### Wires at chosen ports, followed through buffers, run 1

(4 px per um)
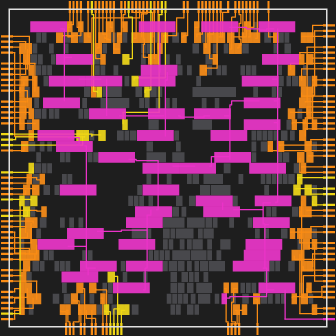
### The metal 2 layer, run 1

(4 px per um)
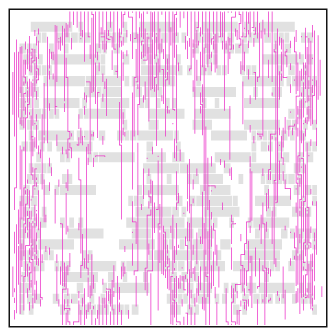
### Routed metal, one colour a layer, run 1

(8 px per um) Only two layers are drawn.
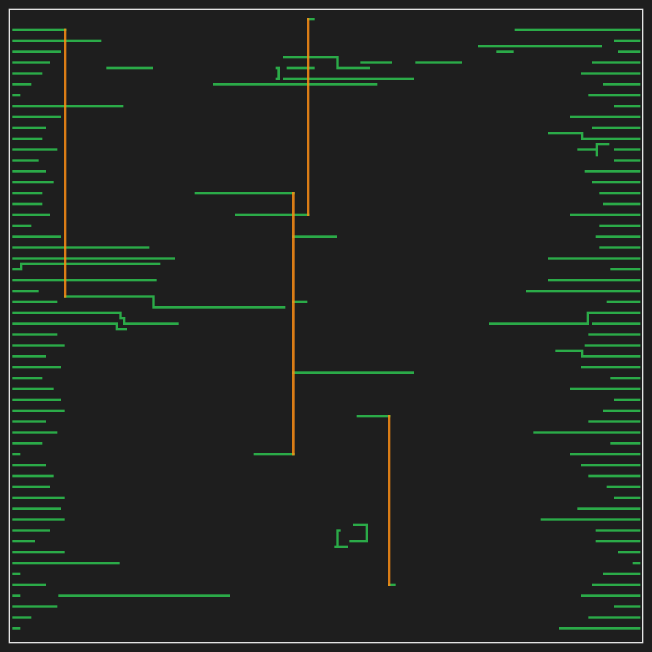
### config.mk
export PLATFORM = sky130hd
export DESIGN_NAME = regfile_wb_arbiter
export DESIGN_NICKNAME = d
export VERILOG_FILES = /design/src/rtl/regfile_wb_arbiter.sv
export SDC_FILE = /design/constraint.sdc
export NUM_CORES = 1
export LEC_CHECK = 0
export ABC_AREA = 1
export CAP_MARGIN = 15
export CORE_MARGIN = 2
export CORE_UTILIZATION = 54
export DETAILED_ROUTE_END_ITERATION = 6
export DONT_BUFFER_PORTS = 1
export GPL_TIMING_DRIVEN = 1
export PLACE_DENSITY_LB_ADDON = 0.1
export SLEW_MARGIN = 20
export SYNTH_ARGS = -nofsm -noshare
export SYNTH_HDL_FRONTEND = slang
export SYNTH_SLANG_ARGS = --single-unit
### constraint.sdc
create_clock -name Clk -period 3.8 [get_ports Clk]
set_input_delay 0.76 -clock Clk [delete_from_list [all_inputs] [get_ports Clk]]
set_output_delay 0.76 -clock Clk [all_outputs]
set_load 0.01 [all_outputs]
### src/rtl/regfile_wb_arbiter.sv
// regfile_wb_arbiter: shares the register-file write port among NREQ write-back requesters, one grant per cycle.
// Define WB_FIXED_PRIO_EN to replace round-robin with fixed lowest-index-wins priority.
module regfile_wb_arbiter #(
    parameter int NREQ = 4,
    parameter int AW   = 5,
    parameter int DW   = 32
) (
    input  logic               Clk,
    input  logic               Rst_n,
    input  logic [NREQ-1:0]    Req,
    input  logic [NREQ*AW-1:0] Req_Addr,
    input  logic [NREQ*DW-1:0] Req_Data,
    input  logic               Hold,
    output logic [NREQ-1:0]    Ack,
    output logic               Wr_En,
    output logic [AW-1:0]      Wr_Addr,
    output logic [DW-1:0]      Wr_Data,
    output logic               Busy
);
    localparam int PW = (NREQ > 1) ? $clog2(NREQ) : 1;
    typedef enum logic [1:0] {IDLE, ISSUE, STALL} state_t;
    state_t state, state_nxt;
    logic [NREQ-1:0] req_m, gnt_q, oh;
    logic [PW-1:0] win, win_lo;
    logic [AW-1:0] addr_sel;
    logic [DW-1:0] data_sel;
    logic found, gnt;
    // The request being acked this cycle is already issued, so it must not win again.
    assign req_m = Req & ~Ack;
    assign found = |req_m;
    assign gnt   = found && !Hold;
    assign Ack   = (state == ISSUE) ? gnt_q : '0;
    assign Wr_En = (state == ISSUE) && (Wr_Addr != '0);
    assign Busy  = Rst_n && found;
    always_comb begin
        win_lo = '0;
        for (int i = NREQ - 1; i >= 0; i--)
            win_lo = req_m[i] ? PW'(i) : win_lo;
    end
`ifdef WB_FIXED_PRIO_EN
    assign win = win_lo;
`else
    logic [PW-1:0] ptr, win_hi;
    logic hi;
    // Prefer the lowest requester at or above ptr; otherwise wrap to the lowest overall.
    always_comb begin
        hi = 1'b0;
        win_hi = '0;
        for (int i = NREQ - 1; i >= 0; i--) begin
            if (req_m[i] && PW'(i) >= ptr) begin
                hi = 1'b1;
                win_hi = PW'(i);
            end
        end
    end
    assign win = hi ? win_hi : win_lo;
    always_ff @(posedge Clk or negedge Rst_n) begin
        if (!Rst_n)
            ptr <= '0;
        else if (gnt)
            ptr <= (win == PW'(NREQ - 1)) ? '0 : win + 1'b1;
    end
`endif
    always_comb begin
        oh = '0;
        addr_sel = '0;
        data_sel = '0;
        for (int i = 0; i < NREQ; i++) begin
            if (PW'(i) == win) begin
                oh[i] = 1'b1;
                addr_sel = Req_Addr[i*AW +: AW];
                data_sel = Req_Data[i*DW +: DW];
            end
        end
        state_nxt = Hold ? STALL : (found ? ISSUE : IDLE);
    end
    always_ff @(posedge Clk or negedge Rst_n) begin
        if (!Rst_n) begin
            state   <= IDLE;
            gnt_q   <= '0;
            Wr_Addr <= '0;
            Wr_Data <= '0;
        end else begin
            state <= state_nxt;
            if (gnt) begin
                gnt_q   <= oh;
                Wr_Addr <= addr_sel;
                Wr_Data <= data_sel;
            end
        end
    end
endmodule
==> flow_summary.json, run 1 <==
{
  "status": "completed",
  "rows": 27,
  "hpwl_um": 5740,
  "cpMaxStageDelayCell": "nor2_4",
  "rsz0062_at_grt": "no",
  "drtPass1Iterations": 4,
  "largest_register": "Wr_Data",
  "period_used_pct": 71.5,
  "intPower_mw": 1.33,
  "top_area_cell": "dfrtp_1",
  "layout_setup_ws_ps": 1080,
  "place_inst": 522,
  "syn_avg_cell_area_um2": 6.38,
  "cts_hold_buf": 0,
  "p_leak_nw": 1.59,
  "grt_pass1_wl_um": 12200,
  "cts_made_buffers": 5,
  "grt_use_met1_pct": 28.9,
  "relSlewSlack_pct": 54.6,
  "netlist-cell-type-count": 21,
  "clockRootBuffer": "clkbuf_8",
  "ys_ff": 45,
  "drive_above_1_share_pct": 4.80,
  "wl_met1_um": 3120,
  "crit_required_ps": 4030,
  "cts_tree": "yes",
  "max_freq_mhz": 368,
  "ys_cells": 476,
  "switching_power_mw": 1.18,
  "drtIter0Drc": 149,
  "cts.reportedPaths.clkPinSlew_ps": 80,
  "ant_nets": 0,
  "instances_no_fill": 530,
  "drc": 0,
  "dr.max_layer_used": "met4",
  "power_mw": 2.51,
  "dieWidth_um": 79.0,
  "worstMarginPinSlew_ps": 680,
  "synthCells": 476,
  "met2_usage_pct": 45.0,
  "ioPinCount": 198,
  "reg2regPathDepth": 17,
  "io_buffers": 0,
  "finalMaxSlewViolations": 0,
  "rr_startpoint": "state[1]",
  "synth_top_area_share_pct": 37.1,
  "antenna_found_initial": 0,
  "crit_end": "Wr_Data[9]",
  "syn_area_mm2": 0.00304,
  "postLayoutCoreUtil_pct": 57.0,
  "cts_buffer_depth": 2,
  "seqCellArea_mm2": 0.00113,
  "pwr-share-seq_pct": 36.3,
  "fin_nets": 616,
  "grt_start_max_net_pins": 50,
  "topCellsByArea": "dfrtp_1, nand2_1, o21ai_0",
  "grt_pass1_vias": 2516,
  "min_period_ps": 2720,
  "route.met3.wl_um": 908,
  "endpoint_kind": "flop",
  "top_regs": "Wr_Data x32, Wr_Addr x5, gnt_q x4",
  "area_growth_pct": 2.80,
  "r2r_slack_ps": 1080,
  "cts-resized-gates": 0,
  "combPwrFrac_pct": 49.1,
  "r2r-end": "Wr_Data[9]",
  "final_cell_mix": "nand2_1, o21ai_0, dfrtp_1, a21oi_1, o21ai_1",
  "worstSetupStartpoint": "state[1]",
  "yosysWarnings": 0,
  "initCoreUtil_pct": 55.5,
  "p_per_area_mw_per_mm2": 804,
  "layout.cells.most_common": "nand2_1",
  "clkLatencyLatePin_ps": 290,
  "antenna_cells": 0,
  "die_h_um": 79.0,
  "warnings": 29,
  "clkSinkCount": 45,
  "syn_nets": 635,
  "switching_share_pct": 47.0,
  "pre_cts_ws_ps": 931,
  "die_area_mm2": 0.00624,
  "gr-total-overflow": 0,
  "routabilityCongestion": 0.898,
  "grt_use_met3_pct": 6.93,
  "postPlaceCellArea_mm2": 0.00301,
  "multi_input_comb_area_mm2": 0.00167,
  "via_per_inst": 5.63,
  "critPathMaxFanout": 21,
  "crit_top_cell": "nand2_1",
  "ys_area_mm2": 0.00304
}
About 'Wires at chosen ports, followed through buffers':
| colour | port | bits | direction | end cells | buffers | wire |
|---|---|---|---|---|---|---|
| orange | Req_Data | 128 | input | 128 | 0 | 1050 um |
| magenta | Rst_n | 1 | input | 46 | 0 | 345 um |
| yellow | Req_Addr | 20 | input | 20 | 0 | 279 um |

About 'The metal 2 layer':
wire length on this layer: 4090 um
nets with wire on the layer: 446
main direction: vertical
longest straight run: 43.3 um
share of all routed wire: 50%
WL final: 8230 um
vias: 2982

About 'Routed metal, one colour a layer':
| colour | layer | wire length |
|---|---|---|
| orange | met4 | 112 um |
| green | met3 | 909 um |
DR WL/cell: 15.5 um
GRT Resource Usage Total: 25.0%

run 1: cell type report:
cell class	count	share of cell area, %
clock buffer	7	2.77
clock inverter	1	0.962
inverter	16	1.92
multi-input combinational	383	53.5
sequential	45	36.1
tap	72	2.89
timing repair buffer	6	1.84
run 1: cells in the mapped netlist:
| library cell | instances |
|---|---|
| clkbuf_1 | 12 |
| nor2_1 | 3 |
| o21ai_0 | 60 |
| nor2_4 | 3 |
| inv_1 | 14 |
| o21ai_1 | 19 |
| nand3_1 | 10 |
| buf_4 | 5 |
| nor3_1 | 1 |
| nand2_2 | 1 |
| buf_2 | 10 |
| dfrtp_1 | 45 |
| o21ai_2 | 1 |
| nand4_1 | 1 |
| a21oi_1 | 37 |
| buf_1 | 1 |
| nand2_1 | 242 |
| buf_6 | 4 |
| ha_1 | 4 |
| inv_2 | 2 |
| a31o_2 | 1 |
run 1: cell families after synthesis:
group / Yosys count / synth area share (%)
simple gates: 261 / 33.6
compound gates: 118 / 19.7
buf+inv: 48 / 7.95
flops: 45 / 37.1
fa+ha+maj: 4 / 1.65
run 1: power groups by stage:
| stage | Combinational (mW) | Clock, mW | Sequential [mW] |
|---|---|---|---|
| 2_1_floorplan | 1.01 | 0 | 0.867 |
| 3_3_place_gp | 1.19 | 0 | 0.924 |
| 3_5_place_dp | 1.23 | 0 | 0.921 |
| 4_1_cts | 1.23 | 0.380 | 0.915 |
| 5_1_grt | 1.43 | 0.399 | 0.940 |
| 6_report | 1.23 | 0.367 | 0.911 |
run 1: worst max-delay path: cells and delay by family (launching register included):
| kind | cells | cell delay, ps |
|---|---|---|
| simple gates | 11 | 1350 |
| compound gates | 2 | 220 |
| flops | 1 | 370 |
| buf+inv | 3 | 480 |
| fa+ha+maj | 1 | 240 |
--- run 2 (diff from run 1) ---
clock period = 2.4 ns   (was 3.8 ns; I/O delays follow)
### Zoomed window, run 2

Window x 49 to 69, y 49 to 69 um. Cells in grey, sequential cells in the stronger grey; small squares are vias.
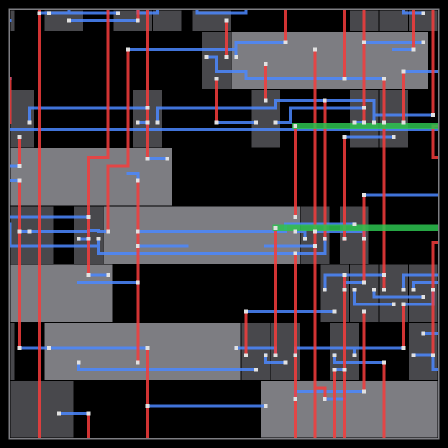
| colour | layer |
|---|---|
| blue | met1 |
| green | met3 |
| red | met2 |
sequential cells in the window: 6
netlist names of flops here include: Wr_Data (6)
cells with their middle in the window: 24
most frequent: nand2_1 (16), dfrtp_1 (6)

### Wires at chosen ports, followed through buffers, run 2

(4 px per um)
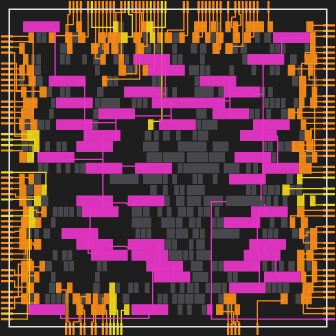
| colour | port | bits | direction | end cells | buffers | wire |
|---|---|---|---|---|---|---|
| magenta | Rst_n | 1 | input | 46 | 1 | 376 um |
| yellow | Req_Addr | 20 | input | 20 | 0 | 194 um |
| orange | Req_Data | 128 | input | 128 | 0 | 1000 um |
I/O Buffers: 0
# IOs: 198

### Routed metal, one colour a layer, run 2

(8 px per um) Only two layers are drawn.
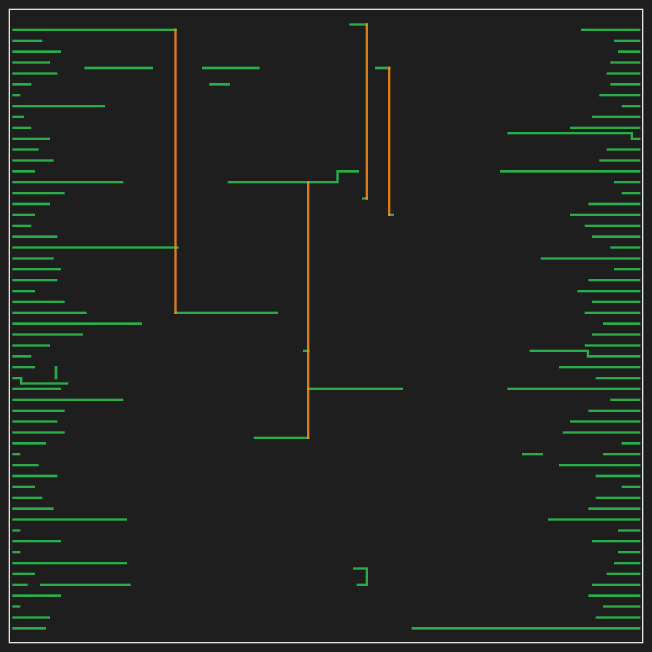
| colour | layer | wire length |
|---|---|---|
| orange | met4 | 107 um |
| green | met3 | 773 um |

==> run 2 against run 1 <==
Core utilization is 2.4 points higher. Count of clock-buffer cells in the layout is 2 lower. Synthesized cell count stayed put. Die size stayed put. Clock power is 17% higher. First-iteration DRC count is 34% lower. Routed wire length is 1.1% higher. Global-route usage is 0.45 points higher. Highest routed layer unchanged.
==> flow_summary.json, run 2 <==
{
  "relSlewSlack_pct": 76.4,
  "cts_tree": "yes",
  "clockRootBuffer": "clkbuf_8",
  "cts.reportedPaths.clkPinSlew_ps": 80,
  "hpwl_um": 6100,
  "ys_cells": 476,
  "crit_required_ps": 2640,
  "worstMarginPinSlew_ps": 353,
  "final_cell_mix": "nand2_1, o21ai_0, dfrtp_1, a21oi_1, o21ai_1",
  "netlist-cell-type-count": 21,
  "power_mw": 4.03,
  "cts_made_buffers": 5,
  "gr-total-overflow": 0,
  "drtIter0Drc": 99,
  "crit_family": "simple AND/OR/NAND/NOR gates",
  "topCellsByArea": "dfrtp_1, nand2_1, o21ai_0",
  "status": "completed",
  "warnings": 30,
  "syn_avg_cell_area_um2": 6.38,
  "multi_input_comb_area_mm2": 0.00171,
  "p_leak_nw": 1.64,
  "period_used_pct": 93.3,
  "postPlaceCellArea_mm2": 0.00309,
  "fin_nets": 625,
  "syn_area_mm2": 0.00304,
  "rsz0062_at_grt": "yes",
  "edf_count": 0,
  "top_area_cell": "dfrtp_1",
  "grt_use_met3_pct": 6.93,
  "wl_um": 8320,
  "initCoreUtil_pct": 55.5,
  "grt_use_met1_pct": 29.5,
  "postSynth.asyncResetShare_pct": 100,
  "rows": 27,
  "area_growth_pct": 7.09,
  "drc": 0,
  "antenna_found_initial": 0,
  "drive_above_1_share_pct": 8.60,
  "syn_nets": 635,
  "clkLatencyLatePin_ps": 290,
  "die_area_mm2": 0.00624,
  "instances_no_fill": 537,
  "layout_setup_ws_ps": 162,
  "synth_top_area_share_pct": 37.1,
  "antenna_cells": 0,
  "dr.max_layer_used": "met4",
  "finalMaxSlewViolations": 0,
  "p_per_area_mw_per_mm2": 1240,
  "max_freq_mhz": 447,
  "via_per_inst": 5.48,
  "pre_cts_ws_ps": 77.9,
  "largest_register": "Wr_Data",
  "crit_top_cell": "nand2_1",
  "common_cells": "nand2_1, o21ai_0, dfrtp_1",
  "min_period_ps": 2240,
  "wl_met1_um": 3370,
  "ys_area_mm2": 0.00304,
  "top_regs": "Wr_Data x32, Wr_Addr x5, gnt_q x4",
  "yosysWarnings": 0,
  "postLayoutCoreUtil_pct": 59.4,
  "grt_pass1_vias": 2573,
  "ys_ff": 45,
  "place_inst": 530,
  "route.met3.wl_um": 773,
  "crit_buf_inv": 3,
  "synth_top_cell_by_count": "nand2_1",
  "yosys_most_used_dff": "dfrtp_1"
}
-- run 2: netlist changes by cell type in the layout (fill, tap and decap cells not counted), moves of 2 or more --
cell     change
o21ai_0      -8
buf_6        +5
nand2_1      -3
nand3_2      +3
nand3_1      -3
nand2_2      +3
o21ai_1      +7
ha_1         -2
buf_12       +2
-- run 2: layout make-up --
type / count / share of cell area [%]
multi-input cells: 383 / 52.7
flip-flops and latches: 45 / 34.6
repair buffers: 15 / 5.81
well taps: 72 / 2.77
clock buffers: 5 / 2.12
inverters: 16 / 1.85
clock inverters: 1 / 0.154
-- run 2: worst paths after layout --
check                      slack (ps)  cells after the start     start     endpoint
min in group Clk                  210                      0      Hold     state[1]
max in group asynchronous        2180                      1     Rst_n     state[0]
setup reg to reg                  160                     17  state[0]  Wr_Data[23]
hold reg to reg                   480                      2  gnt_q[1]     gnt_q[1]
hold / removal                     30                      1     Rst_n   Wr_Data[2]
setup / recovery                  160                     17  state[0]  Wr_Data[23]
-- run 2: repair_timing --
item | in CTS | in global routing
setup endpoints to repair | 0 | 37
hold buffers | 1 | 0
endpoints found under the hold margin | 45 | 0
resized | 0 | 24
-- run 2: cell families (layout without fill, tap and decap cells) --
family,count (synthesis),in the layout,share of synthesized area [%]
fa+ha+maj,4,4,1.65
buf+inv,48,37,7.95
simple gates,261,261,33.6
flops,45,45,37.1
compound gates,118,118,19.7
-- run 2: power by group --
| part | total [mW] | switching, mW | internal (mW) |
|---|---|---|---|
| clock | 0.428 | 0.236 | 0.192 |
| combinational | 2.16 | 1.33 | 0.832 |
| sequential | 1.45 | 0.374 | 1.07 |
| total | 4.03 | 1.94 | 2.10 |
--- run 3 (diff from run 2) ---
ABC_AREA = unset   (was 1)
CAP_MARGIN = 20   (was 15)
CORE_UTILIZATION = 58   (was 54)
### Routed metal, one colour a layer, run 3

(8 px per um) Only two layers are drawn.
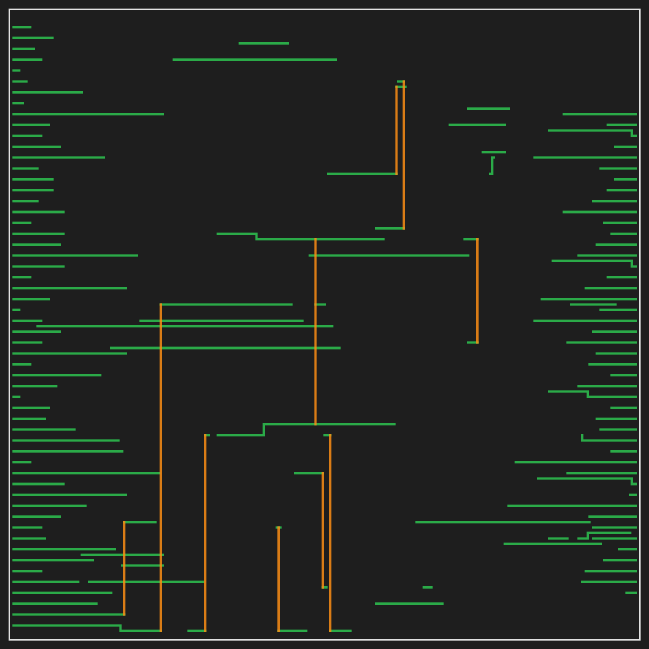
| colour | layer | wire length |
|---|---|---|
| green | met3 | 1010 um |
| orange | met4 | 194 um |

### Zoomed window, run 3

Window x 49 to 69, y 49 to 69 um. Cells in grey, sequential cells in the stronger grey; small squares are vias.
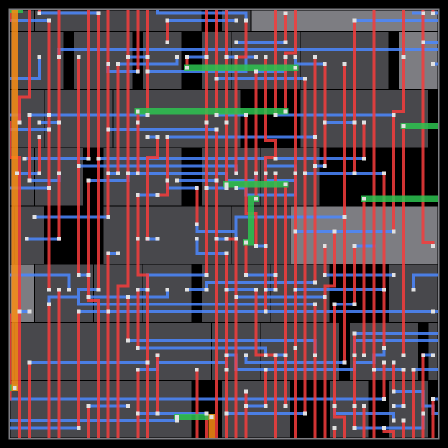
| colour | layer |
|---|---|
| orange | met4 |
| green | met3 |
| red | met2 |
| blue | met1 |
sequential cells in the window: 1
netlist names of flops here include: Wr_Data (1)
cells with their middle in the window: 32

==> run 3 against run 2 <==
The run now ends with setup timing left. Count of clock-buffer cells in the layout increased by 2. Clock skew about the same. Critical path depth decreased by 4. Synthesized area increased by 6.4%. Synthesized cell count decreased by 18%. Cell count decreased by 14%. Routed wire length increased by 13%. Via count increased by 1.4%. Setup slack got worse by 230 ps. Hold slack got worse by 7.5 ps. Sequential share of layout area decreased by 5.8 points. Critical path type unchanged. Critical endpoint is now Wr_Data[26]. Largest power group unchanged. Highest routed layer unchanged.
==> flow_summary.json, run 3 <==
{
  "status": "finished with violations",
  "failed_checks": "setup timing",
  "multi_input_comb_area_mm2": 0.00212,
  "clockRootBuffer": "clkbuf_8",
  "layout_setup_ws_ps": -70.9,
  "cts_tree": "yes",
  "yosysWarnings": 0,
  "crit_end": "Wr_Data[26]",
  "syn_area_mm2": 0.00323,
  "wl_um": 9440,
  "switching_power_mw": 2.20,
  "warnings": 30,
  "route.met3.wl_um": 1010,
  "period_used_pct": 103,
  "drc": 0,
  "rsz0062_at_grt": "yes",
  "final_cell_mix": "nand2_1, a21oi_1, dfrtp_1, nand3b_1, o21a_1",
  "finalMaxSlewViolations": 0,
  "ys_top_logic_family": "AND-OR/OR-AND gates",
  "clockPowerShare_pct": 9.5,
  "setup_viol": 20,
  "intPower_mw": 2.82,
  "simple_gate_share_pct": 21.6,
  "met2_usage_pct": 48.6,
  "via_per_inst": 6.48,
  "grt_pass1_wl_um": 14000,
  "wl_met1_um": 3540,
  "antenna_found_initial": 0,
  "combPwrFrac_pct": 59.5,
  "endpoint_kind": "flop",
  "cts.reportedPaths.clkPinSlew_ps": 90,
  "place_inst": 439,
  "topCellsByArea": "dfrtp_1, a21oi_1, nand3b_1",
  "dr.max_layer_used": "met4",
  "syn_avg_cell_area_um2": 8.26,
  "hpwl_um": 5900,
  "die_h_um": 78.6,
  "switching_share_pct": 43.7,
  "synth_top_area_share_pct": 34.9,
  "gr-total-overflow": 0,
  "edf_count": 0,
  "min_period_ps": 2470,
  "relSlewSlack_pct": 69.5,
  "crit_required_ps": 2590,
  "die_area_mm2": 0.00618,
  "drtIter0Drc": 153,
  "fin_nets": 548,
  "rr_startpoint": "state[1]",
  "max_freq_mhz": 405,
  "io_buffers": 0,
  "power_mw": 5.02,
  "grt_usage_pct": 28.4,
  "antenna_cells": 0,
  "mux_share_pct": 2.21,
  "worstSetupStartpoint": "state[1]",
  "synthAoiAreaFrac_pct": 33.1,
  "netlist-cell-type-count": 36,
  "instances_no_fill": 461,
  "syn_nets": 550,
  "postSynth.asyncResetShare_pct": 100,
  "cts_buffer_depth": 2,
  "worstMarginPinSlew_ps": 458,
  "initCoreUtil_pct": 59.4
}
### Clock wiring as the flow saved it, run 3

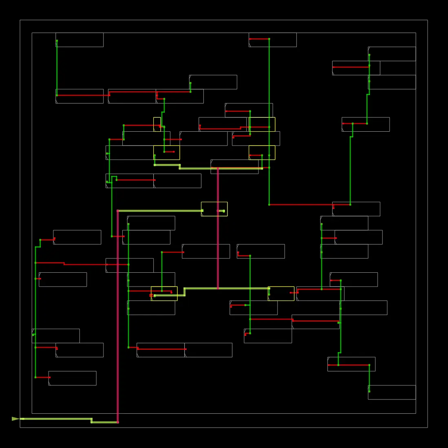
clock group total power: 0.477 mW
Inserted Clock Buffers: 5
registers: 45
Layout clock buffers: 7
Latency at later pin: 300 ps

-- run 3: stage by stage --
stage	cell area, um^2	TNS (ps)	util (%)	setup slack [ps]
floorplan	3230	0	-	1.54
global placement	3320	0	61.0	3.66
detailed placement	3320	-1670	61.0	-114
CTS	3550	0	65.3	5.68
global route	3910	-5720	71.8	-213
finish	3910	-480	71.8	-70.9
-- run 3: area by class of cell --
cell class | count | area share, %
flip-flops and latches | 45 | 28.8
multi-input cells | 304 | 54.2
inverters | 5 | 0.545
repair buffers | 28 | 11.9
clock buffers | 7 | 2.21
well taps | 72 | 2.31
-- run 3: cell families after synthesis --
kind of cell / Yosys count
buffers and inverters: 42
and+or+nand+nor: 136
AOI/OAI and AO/OA: 159
adders and majority gates: 4
DFF: 45
muxes: 5
-- run 3: power by group through the flow --
stage,Sequential (mW),Combinational (mW),Clock [mW]
floorplan,1.43,1.75,0
global placement,1.55,2.15,0
detailed placement,1.55,2.21,0
CTS,1.54,2.44,0.490
global route,1.61,3.24,0.511
finish,1.56,2.98,0.477
-- run 3: critical path: stages (launching register included) --
cell and delay, ps:
dfrtp_1 420, nand3b_1 250, nand2_2 130, or2_4 140
a21oi_4 60, or3_4 380, ha_4 220, buf_12 130
clkbuf_16 140, nand3b_1 90, a21oi_2 60, a21oi_2 140
o211ai_2 90, o21a_1 110
-- run 3: what timing repair did --
action / in CTS / in global routing
setup endpoints to repair: 37 / 37
pin swaps: 5 / 40
gates resized: 14 / 49
cloned: 1 / 4
buffers inserted: 2 / 7
hold buffers: 1 / 0
endpoints found under the hold margin: 45 / 0
Power and IR drop assume default switching activity.
